**src/rtl/bus_reorder_pkg.sv**
```systemverilog
// Shared types for the bus reorder stage: reorder mode encoding and skid buffer state.
package bus_reorder_pkg;

  localparam int unsigned MODE_W = 2;

  typedef enum logic [MODE_W-1:0] {
    MODE_PASS     = 2'd0,
    MODE_BITREV   = 2'd1,
    MODE_LANESWAP = 2'd2,
    MODE_LANEREV  = 2'd3
  } mode_t;

  typedef enum logic [1:0] {
    ST_EMPTY = 2'd0,
    ST_ONE   = 2'd1,
    ST_FULL  = 2'd2
  } skid_state_t;

endpackage

```
**src/rtl/bus_reorder_skid.sv**
```systemverilog
// Generic 2-entry valid/ready skid buffer; in_ready and out_valid come straight from flops.
module bus_reorder_skid
  import bus_reorder_pkg::*;
#(
  parameter int unsigned WIDTH = 16
) (
  input  logic             clk,
  input  logic             rst,
  input  logic             in_valid,
  output logic             in_ready,
  input  logic [WIDTH-1:0] in_data,
  output logic             out_valid,
  input  logic             out_ready,
  output logic [WIDTH-1:0] out_data
);

  skid_state_t      state;
  logic [WIDTH-1:0] skid_q;
  logic             in_xfer;
  logic             out_xfer;

  assign in_xfer  = in_valid && in_ready;
  assign out_xfer = out_valid && out_ready;

  // out_data is the head entry; skid_q only holds a beat while FULL.
  always_ff @(posedge clk) begin
    if (rst) begin
      state     <= ST_EMPTY;
      out_valid <= 1'b0;
      in_ready  <= 1'b0;
      out_data  <= '0;
      skid_q    <= '0;
    end else begin
      case (state)
        ST_EMPTY: begin
          in_ready <= 1'b1;
          if (in_xfer) begin
            out_data  <= in_data;
            out_valid <= 1'b1;
            state     <= ST_ONE;
          end
        end
        ST_ONE: begin
          if (in_xfer && out_xfer) begin
            out_data <= in_data;
          end else if (in_xfer) begin
            skid_q   <= in_data;
            in_ready <= 1'b0;
            state    <= ST_FULL;
          end else if (out_xfer) begin
            out_valid <= 1'b0;
            state     <= ST_EMPTY;
          end
        end
        ST_FULL: begin
          if (out_xfer) begin
            out_data <= skid_q;
            in_ready <= 1'b1;
            state    <= ST_ONE;
          end
        end
        default: begin
          out_valid <= 1'b0;
          in_ready  <= 1'b1;
          state     <= ST_EMPTY;
        end
      endcase
    end
  end

endmodule

```
**src/rtl/bus_reorder_pipe.sv**
```systemverilog
// Registered bus bit-order converter: per-beat reorder wiring in front of a skid buffer, plus a transfer counter.
module bus_reorder_pipe
  import bus_reorder_pkg::*;
#(
  parameter int unsigned WIDTH = 16,
  parameter int unsigned LANE  = 8,
  parameter int unsigned CNT_W = 16
) (
  input  logic             clk,
  input  logic             rst,
  input  logic             in_valid,
  output logic             in_ready,
  input  logic [WIDTH-1:0] in_data,
  input  logic [1:0]       in_mode,
  output logic             out_valid,
  input  logic             out_ready,
  output logic [WIDTH-1:0] out_data,
  output logic [CNT_W-1:0] xfer_count
);

  localparam int unsigned LANE_S = (LANE == 0) ? 1 : LANE;
  localparam int unsigned LANES  = WIDTH / LANE_S;

  if (LANE == 0 || (WIDTH % LANE_S) != 0 || WIDTH < LANE_S) begin : g_bad_param
    $error("bus_reorder_pipe: WIDTH must be a non-zero multiple of LANE");
  end

  logic [WIDTH-1:0] bitrev_c;
  logic [WIDTH-1:0] laneswap_c;
  logic [WIDTH-1:0] lanerev_c;
  logic [WIDTH-1:0] reorder_c;

  for (genvar i = 0; i < WIDTH; i++) begin : g_bitrev
    assign bitrev_c[i] = in_data[WIDTH-1-i];
  end

  for (genvar k = 0; k < LANES; k++) begin : g_lane
    for (genvar j = 0; j < LANE_S; j++) begin : g_bit
      assign laneswap_c[k*LANE_S+j] = in_data[(LANES-1-k)*LANE_S+j];
      assign lanerev_c[k*LANE_S+j]  = in_data[k*LANE_S+LANE_S-1-j];
    end
  end

  // Mode is applied at acceptance, so buffered beats are immune to later mode changes.
  always_comb begin
    reorder_c = in_data;
    case (mode_t'(in_mode))
      MODE_PASS:     reorder_c = in_data;
      MODE_BITREV:   reorder_c = bitrev_c;
      MODE_LANESWAP: reorder_c = laneswap_c;
      MODE_LANEREV:  reorder_c = lanerev_c;
      default:       reorder_c = in_data;
    endcase
  end

  bus_reorder_skid #(
    .WIDTH(WIDTH)
  ) u_skid (
    .clk      (clk),
    .rst      (rst),
    .in_valid (in_valid),
    .in_ready (in_ready),
    .in_data  (reorder_c),
    .out_valid(out_valid),
    .out_ready(out_ready),
    .out_data (out_data)
  );

  always_ff @(posedge clk) begin
    if (rst) begin
      xfer_count <= '0;
    end else if (out_valid && out_ready) begin
      xfer_count <= xfer_count + CNT_W'(1);
    end
  end

endmodule

```
**config.mk**
```make
export PLATFORM = sky130hd
export DESIGN_NAME = bus_reorder_pipe
export DESIGN_NICKNAME = d
export VERILOG_FILES = /design/src/rtl/bus_reorder_pkg.sv /design/src/rtl/bus_reorder_skid.sv /design/src/rtl/bus_reorder_pipe.sv
export SDC_FILE = /design/constraint.sdc
export NUM_CORES = 1
export LEC_CHECK = 0
export CAP_MARGIN = 20
export CORE_ASPECT_RATIO = 1.1
export CORE_MARGIN = 4
export CORE_UTILIZATION = 25
export DETAILED_ROUTE_END_ITERATION = 10
export HOLD_SLACK_MARGIN = 0.15
export SLEW_MARGIN = 20
export SYNTH_ARGS = -nofsm -noshare
export SYNTH_HDL_FRONTEND = slang
export SYNTH_SLANG_ARGS = --single-unit
```
**constraint.sdc**
```tcl
create_clock -name clk -period 1.7 [get_ports clk]
set_clock_uncertainty 0.05 [all_clocks]
set_input_delay 0.425 -clock clk [delete_from_list [all_inputs] [get_ports clk]]
set_output_delay 0.425 -clock clk [all_outputs]
set_load 0.02 [all_outputs]
```
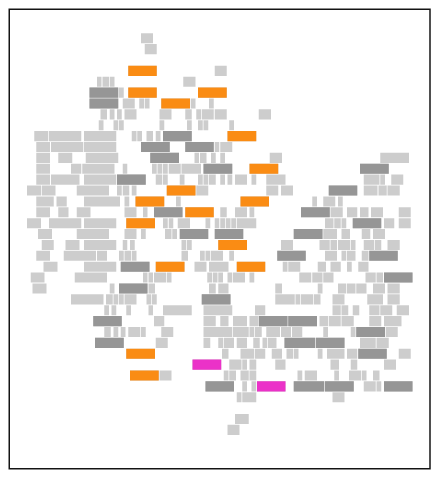
registers.png
(4 px per um)
Key: u_skid.out_data = orange [flops 16]; u_skid.state = magenta [flops 2]
fin util: 35.2%
storage element area: 1040 um2

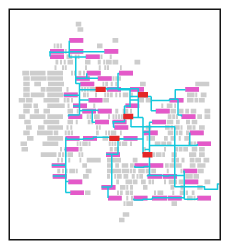
clock_map.png
(2 px per um)
Key: clock wires = cyan [length 671 um]; cells driving clock nets = red [count 5]; flip-flops = magenta [count 52]
There are 6 routed clock nets.
Clock group: 0.000727 W
clk ins delay skew pair: 0.30 ns

==> results.cfg <==
; implementation run metrics
[cells_and_area]
top_regs = u_skid.out_data: 16 flops, u_skid.skid_q: 16 flops, xfer_count: 16 flops
area_growth_pct = 36.5
antenna_cells = 0
final_cell_mix = nand2_1, dfxtp_1, dlygate4sd2_1, nor2_1, a21oi_1

[power]
p_int_w = 0.00183
p_switching_w = 0.000738
ir_drop_v = 0.000373
pwr-share-seq_pct = 51.0
comb_power_w = 0.000530

[worst_setup_path]
critPathKind = in2reg
cp_data_arrival_time_ns = 1.78
ff2ff_setup_slack_ns = 0.13
rr_endpoint = xfer_count[11]$_SDFFE_PP0P_

[cts]
cts_buffers = 5
cts_root_buf = clkbuf_8

[logic_synthesis]
synthCells = 289
synthFlopType = dfxtp_1
yosys.area_share.adder_pct = 0.485
ys_sh_simple_pct = 23.6
yosysTopAreaCell = dfxtp_1
top_cells_by_area = dfxtp_1, mux4_2, nand2_1
synth-edff-count = 0
ys_types = 41

[status]
outcome = finished clean

[placed_design]
io_buffers = 55
pre_cts_slack_ns = -0.320

[floorplan]
core_um2 = 9980
ios = 56
fp_util_pct = 25.8

[sta]
tightest_slew_ns = 0.300
tns_ns = 0
slew_headroom_pct = 79.8
rsz0062_at_grt = false
period_minus_slack_ns = 1.61
fmax_ghz = 0.620
finalHoldViolCount = 0

[drt]
final_antenna_net_count = 0
vias = 2338
wl_mm = 6.55

[grt]
grt_overflow = 0

[run]
log.warning_count = 26

[min_path]
worstHoldStart = u_skid.skid_q[0]$_SDFFE_PP0P_
hold_path_class = reg2reg
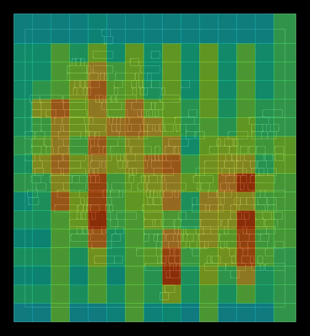
final_congestion.png
GRT Util Overall: 11.0%
met3 Usage GRT: 2.54%
Avg WL per Cell: 13.7 um
GRT busiest layer: met2

==> final cells by class <==
class                           instances  area, um2
Clock buffer                            5       68.8
Clock inverter                          3       22.5
Fill cell                            1039       6470
Inverter                                3       11.3
Multi-Input combinational cell        214       1430
Sequential cell                        52       1040
Tap cell                              120        150
Timing Repair Buffer                   82        796
==> timing repair <==
action,CTS,global route
hold endpoints to repair,0,0
gates resized,34,3
gates cloned,0,1
endpoints found under the setup margin,34,16
setup buffers,0,0
==> per-layer routing <==
metal / GRT usage (%) / part of all wire, %
met5: 0 / 0
met3: 2.54 / 6.2
met2: 18.0 / 47
met1: 14.9 / 47
met4: 2.36 / 0.44
==> critical path: stages <==
cell,delay (ns)
clkdlybuf4s50_1,0.50
and3b_1,0.19
a32o_2,0.18
buf_12,0.17
nor2_1,0.05
a311oi_1,0.24
Power figures rest on the tool's default switching activity, not on a simulated workload.
